--- src/rtl/mips_pkg.sv ---
// Shared types for the MIPS instruction-fetch front end.
// With IF_ALIGN_CHECK_EN defined, the IF/ID payload carries a misalign flag.
package mips_pkg;

  localparam int IF_ADDR_W  = 32;
  localparam int IF_INSTR_W = 32;

  // sll $0,$0,0
  localparam logic [IF_INSTR_W-1:0] NOP_WORD = 32'h0000_0000;

  typedef enum logic [1:0] {
    IDLE,
    WAIT,
    PEND,
    DROP
  } fetch_state_e;

  typedef struct packed {
    logic [IF_INSTR_W-1:0] instr;
    logic [IF_ADDR_W-1:0]  pc;
    logic [IF_ADDR_W-1:0]  pc_plus4;
`ifdef IF_ALIGN_CHECK_EN
    logic                  misalign;
`endif
  } ifid_t;

  // Turns a payload into a bubble: NOP instruction, no flags, addresses kept.
  function automatic ifid_t as_bubble(input ifid_t d, input logic [IF_INSTR_W-1:0] nop);
    ifid_t p;
    p       = d;
    p.instr = nop;
`ifdef IF_ALIGN_CHECK_EN
    p.misalign = 1'b0;
`endif
    return p;
  endfunction

endpackage

--- src/rtl/ifid_reg.sv ---
// IF/ID pipeline register with a one-entry pending buffer that absorbs
// a fetch completing while decode is stalled.
module ifid_reg
  import mips_pkg::*;
#(
  parameter logic [IF_INSTR_W-1:0] NOP_INSTR = NOP_WORD
) (
  input  logic  clk,
  input  logic  reset,
  input  logic  wr_en,
  input  ifid_t wr_data,
  input  logic  flush,
  input  logic  id_stall,
  output logic  valid,
  output ifid_t data,
  output logic  consume,
  output logic  can_load
);

  logic  valid_reg;
  logic  pend_valid_reg;
  ifid_t data_reg;
  ifid_t pend_reg;

  assign consume  = valid_reg && !id_stall;
  assign can_load = !valid_reg || consume;
  assign valid    = valid_reg;
  assign data     = data_reg;

  always_ff @(posedge clk or negedge reset) begin
    if (!reset) begin
      valid_reg      <= 1'b0;
      pend_valid_reg <= 1'b0;
      data_reg       <= as_bubble('0, NOP_INSTR);
      pend_reg       <= as_bubble('0, NOP_INSTR);
    end else if (flush) begin
      valid_reg      <= 1'b0;
      pend_valid_reg <= 1'b0;
      data_reg       <= as_bubble(data_reg, NOP_INSTR);
    end else if (can_load) begin
      if (pend_valid_reg) begin
        data_reg       <= pend_reg;
        valid_reg      <= 1'b1;
        pend_valid_reg <= 1'b0;
      end else if (wr_en) begin
        data_reg  <= wr_data;
        valid_reg <= 1'b1;
      end else begin
        valid_reg <= 1'b0;
        data_reg  <= as_bubble(data_reg, NOP_INSTR);
      end
    end else if (wr_en) begin
      // IF/ID is held by a stall: park the new word until decode drains
      pend_reg       <= wr_data;
      pend_valid_reg <= 1'b1;
    end
  end

endmodule

--- src/rtl/if_stage.sv ---
// Instruction-fetch stage: req/ack fetch FSM feeding the IF/ID register.
// IF_ALIGN_CHECK_EN adds ifid_misalign and skips memory for misaligned PCs.
module if_stage
  import mips_pkg::*;
#(
  parameter int                 ADDR_W    = IF_ADDR_W,
  parameter int                 INSTR_W   = IF_INSTR_W,
  parameter logic [INSTR_W-1:0] NOP_INSTR = NOP_WORD
) (
  input  logic               clk,
  input  logic               reset,
  input  logic [ADDR_W-1:0]  pc,
  input  logic               flush,
  input  logic               id_stall,
  output logic               imem_req,
  output logic [ADDR_W-1:0]  imem_addr,
  input  logic               imem_ack,
  input  logic [INSTR_W-1:0] imem_rdata,
  output logic               pc_advance,
  output logic               ifid_valid,
`ifdef IF_ALIGN_CHECK_EN
  output logic               ifid_misalign,
`endif
  output logic [INSTR_W-1:0] ifid_instr,
  output logic [ADDR_W-1:0]  ifid_pc,
  output logic [ADDR_W-1:0]  ifid_pc_plus4
);

  fetch_state_e      state_reg;
  logic              req_reg;
  logic              adv_reg;
  logic [ADDR_W-1:0] addr_reg;

  logic  wr_en;
  ifid_t wr_data;
  ifid_t ifid_q;
  logic  consume;
  logic  can_load;

  always_comb begin
    wr_en            = 1'b0;
    wr_data          = as_bubble('0, NOP_INSTR);
    wr_data.instr    = imem_rdata;
    wr_data.pc       = addr_reg;
    wr_data.pc_plus4 = addr_reg + ADDR_W'(4);
    if (state_reg == WAIT && imem_ack && !flush) begin
      wr_en = 1'b1;
    end
`ifdef IF_ALIGN_CHECK_EN
    if (state_reg == IDLE && !flush && !adv_reg && pc[1:0] != 2'b00) begin
      wr_en            = 1'b1;
      wr_data.instr    = NOP_INSTR;
      wr_data.pc       = pc;
      wr_data.pc_plus4 = pc + ADDR_W'(4);
      wr_data.misalign = 1'b1;
    end
`endif
  end

  // IDLE waits out the pc_advance cycle so it never samples a stale PC.
  always_ff @(posedge clk or negedge reset) begin
    if (!reset) begin
      state_reg <= IDLE;
      req_reg   <= 1'b0;
      adv_reg   <= 1'b0;
      addr_reg  <= '0;
    end else begin
      adv_reg <= 1'b0;
      case (state_reg)
        IDLE: begin
          if (!flush && !adv_reg) begin
`ifdef IF_ALIGN_CHECK_EN
            if (pc[1:0] != 2'b00) begin
              adv_reg   <= 1'b1;
              state_reg <= can_load ? IDLE : PEND;
            end else
`endif
            begin
              state_reg <= WAIT;
              req_reg   <= 1'b1;
              addr_reg  <= pc;
            end
          end
        end
        WAIT: begin
          if (flush) begin
            if (imem_ack) begin
              req_reg   <= 1'b0;
              state_reg <= IDLE;
            end else begin
              state_reg <= DROP;
            end
          end else if (imem_ack) begin
            req_reg   <= 1'b0;
            adv_reg   <= 1'b1;
            state_reg <= can_load ? IDLE : PEND;
          end
        end
        PEND: begin
          if (flush || consume) begin
            state_reg <= IDLE;
          end
        end
        DROP: begin
          if (imem_ack) begin
            req_reg   <= 1'b0;
            state_reg <= IDLE;
          end
        end
        default: state_reg <= IDLE;
      endcase
    end
  end

  ifid_reg #(
    .NOP_INSTR(NOP_INSTR)
  ) u_ifid_reg (
    .clk      (clk),
    .reset    (reset),
    .wr_en    (wr_en),
    .wr_data  (wr_data),
    .flush    (flush),
    .id_stall (id_stall),
    .valid    (ifid_valid),
    .data     (ifid_q),
    .consume  (consume),
    .can_load (can_load)
  );

  assign imem_req      = req_reg;
  assign imem_addr     = addr_reg;
  assign pc_advance    = adv_reg;
  assign ifid_instr    = ifid_q.instr;
  assign ifid_pc       = ifid_q.pc;
  assign ifid_pc_plus4 = ifid_q.pc_plus4;
`ifdef IF_ALIGN_CHECK_EN
  assign ifid_misalign = ifid_q.misalign;
`endif

endmodule

--- config.mk ---
export PLATFORM = sky130hd
export DESIGN_NAME = if_stage
export DESIGN_NICKNAME = d
export VERILOG_FILES = /design/src/rtl/mips_pkg.sv /design/src/rtl/ifid_reg.sv /design/src/rtl/if_stage.sv
export SDC_FILE = /design/constraint.sdc
export NUM_CORES = 1
export LEC_CHECK = 0
export CORE_UTILIZATION = 51
export CTS_CLUSTER_SIZE = 30
export DETAILED_ROUTE_END_ITERATION = 10
export GPL_TIMING_DRIVEN = 0
export PLACE_DENSITY = 0.76
export SYNTH_ARGS = -nofsm -noshare
export SYNTH_HDL_FRONTEND = slang
export SYNTH_SLANG_ARGS = --single-unit
--- constraint.sdc ---
create_clock -name clk -period 2.4 [get_ports clk]
set_clock_uncertainty 0.1 [all_clocks]
set_input_delay 0.36 -clock clk [delete_from_list [all_inputs] [get_ports clk]]
set_output_delay 0.36 -clock clk [all_outputs]
set_load 0.1 [all_outputs]
### Wire density map

Scale: 3 px per µm. The die is cut into 28 by 28 equal tiles; black is low, pale yellow is high, scaled to the fullest tile. Values are wire area over tile area, all layers added.
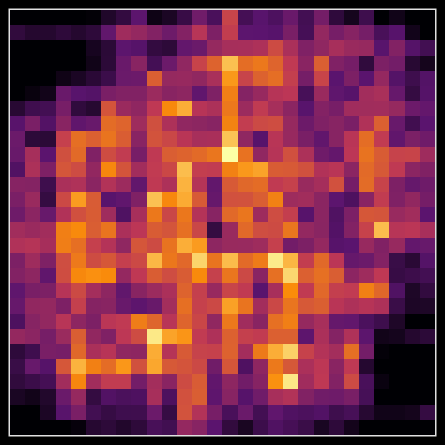
fullest tile	0.58
mean over tiles	0.23
nearly empty tiles	6.8%
tiles over half the peak	32%
densest ninth of the die	centre

### Sequential cells coloured by netlist name

Scale: 3 px per µm.
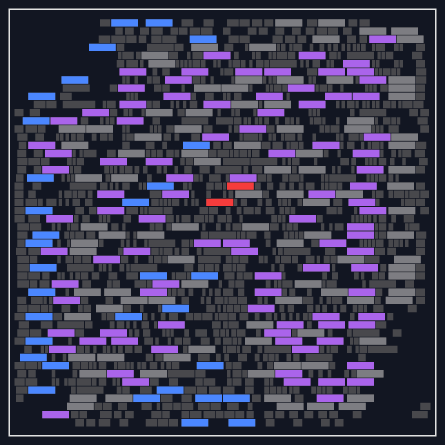
signal	colour	flops
state_reg	red	2
imem_addr	blue	32
u_ifid_reg.pend_reg	purple	94
not coloured	98
Flop area: 5655 µm²
Seq. pwr: 5560 µW
fin util: 68.72%
flop share of the area: 43.56%

==> results.txt <==
impl run done, here's what came out: status=complete, no violations, XOR/XNOR Area Share=2.465%, Cell Area, Synth=9948 µm², global-route track usage on met1=39.21%, post-synth cell types=39, pre-CTS setup slack=-0.2279 ns, share of cells above drive strength 1=13.83%, Remaining DRCs=0, commonest cells in the netlist=nand2_1 (269), dfrtp_1 (226), o21ai_0 (117), a22oi_1 (110), clkbuf_1 (37), pins over their slew limit=0, antenna violations before repair=0, Site Rows=50, R2R cell count=7, total gr overflow=0, n_diodes=0, placed cells=1458, tool warnings=30, die width=141.7 µm, Bufs and invs on worst path=2, Worst Setup Start Kind=flop, dominant logic cell types in the final layout=nand2_1 (269), dfrtp_1 (226), o21ai_0 (117), Final Hold Viols=0, CTS tree=built, hold wc startpoint=flush, Worst Hold Margin=0.1788 ns, Synth Seq Share=56.85%, Max-Cap Viols=0, internal power=8631 µW, Tightest Hold Check Type=primary input to flop, IO Pins=200, grt peak-use layer=met2, library cell with the largest summed area after synthesis=dfrtp_1, final cell count without fillers=1504, slew margin rel.=29.12%, routability cong.=0.8405, CP Capture Point=ifid_pc_plus4[0], P_sw=8295 µW, sum of negative setup slack=0 ns, fp_density=52.66%, most frequent cell after synthesis=nand2_1, M3 GR Usage=5.434%, wirelength, routed=27790 µm, worst reg2reg path endpoint=u_ifid_reg.pend_reg[20], first-pass GRT wire length=43860 µm, die area=20070 µm², LEAKAGE=0.005877 µW, area fraction in mux cells=3.572%, Max Used Layer=met4, AND/OR/NAND/NOR Cells, Area Fraction=14.22%, Crit path depth=2, Port Buffers=198, Clk pwr share=21.4%, met3 wire len=2041 µm, Worst Path Required=1.94 ns, Critical Path AT=1.89 ns, Post CTS Setup Buffer Count=0, Die Span Y=141.7 µm, PwrDens=1304 nW/µm², vias per inst=5.635, Final Cycle Share=97.81%, WHS Path Cells=2, Crit Path Max Fanout=4, Sw Share=49.01%, fin crit period=2.348 ns, Hold EP=u_ifid_reg.valid, comb area leader=AND-OR/OR-AND gates, ao+oa area frac=16.82%, most frequently placed logic cell in the final layout=nand2_1, Max power group=combinational logic, CTS Buf Count=24
### Sizing map

Scale: 3 px per µm.
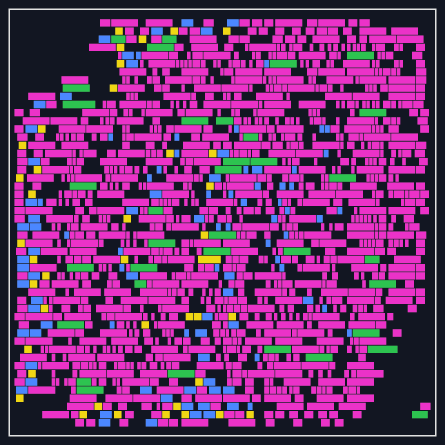
size	colour	cells	share	most used
drive 2	blue	97	7.8%	mux2_2
drive 3 to 4	yellow	40	3.2%	buf_4
drive 6 and up	green	35	2.8%	clkbuf_16
drive 1 or less	magenta	1072	86%	nand2_1
setup ws final: 0.05245 ns
fin area: 12980 µm²
area grow syn2layout: 30.51%

### M3 wires

Scale: 3 px per µm.
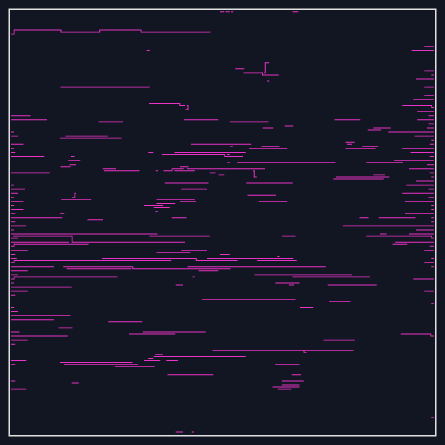
longest straight run	52.2 µm
wire length on this layer	2040 µm
share of all routed wire	7.4%
main direction	horizontal

## final cells by class
type | count | area, µm² | share of cell area [%]
buffer | 103 | 566.8 | 4.365
clock buffer | 34 | 688.2 | 5.300
clock inverter | 9 | 87.58 | 0.6746
inverter | 7 | 26.28 | 0.2024
multi-input combinational | 663 | 3711 | 28.58
sequential | 226 | 5655 | 43.56
tap | 260 | 325.3 | 2.506
timing repair buffer | 202 | 1923 | 14.81
## worst reg2reg max path, delay by kind of cell (launching register included)
family	cells	cell delay [ns]
compound gates	1	0.12
simple gates	3	0.57
buf+inv	1	0.18
fa+ha+maj	1	0.29
flops	1	0.54
xor+xnor	1	0.29
## stage by stage
stage	total power [µW]	area, µm²
after floorplan	11530	9948
after global placement	13560	12260
after detailed placement	13650	12290
after CTS	16940	12970
after global routing	17540	12980
final	16930	12980
Power is estimated from default activity; no workload was simulated.
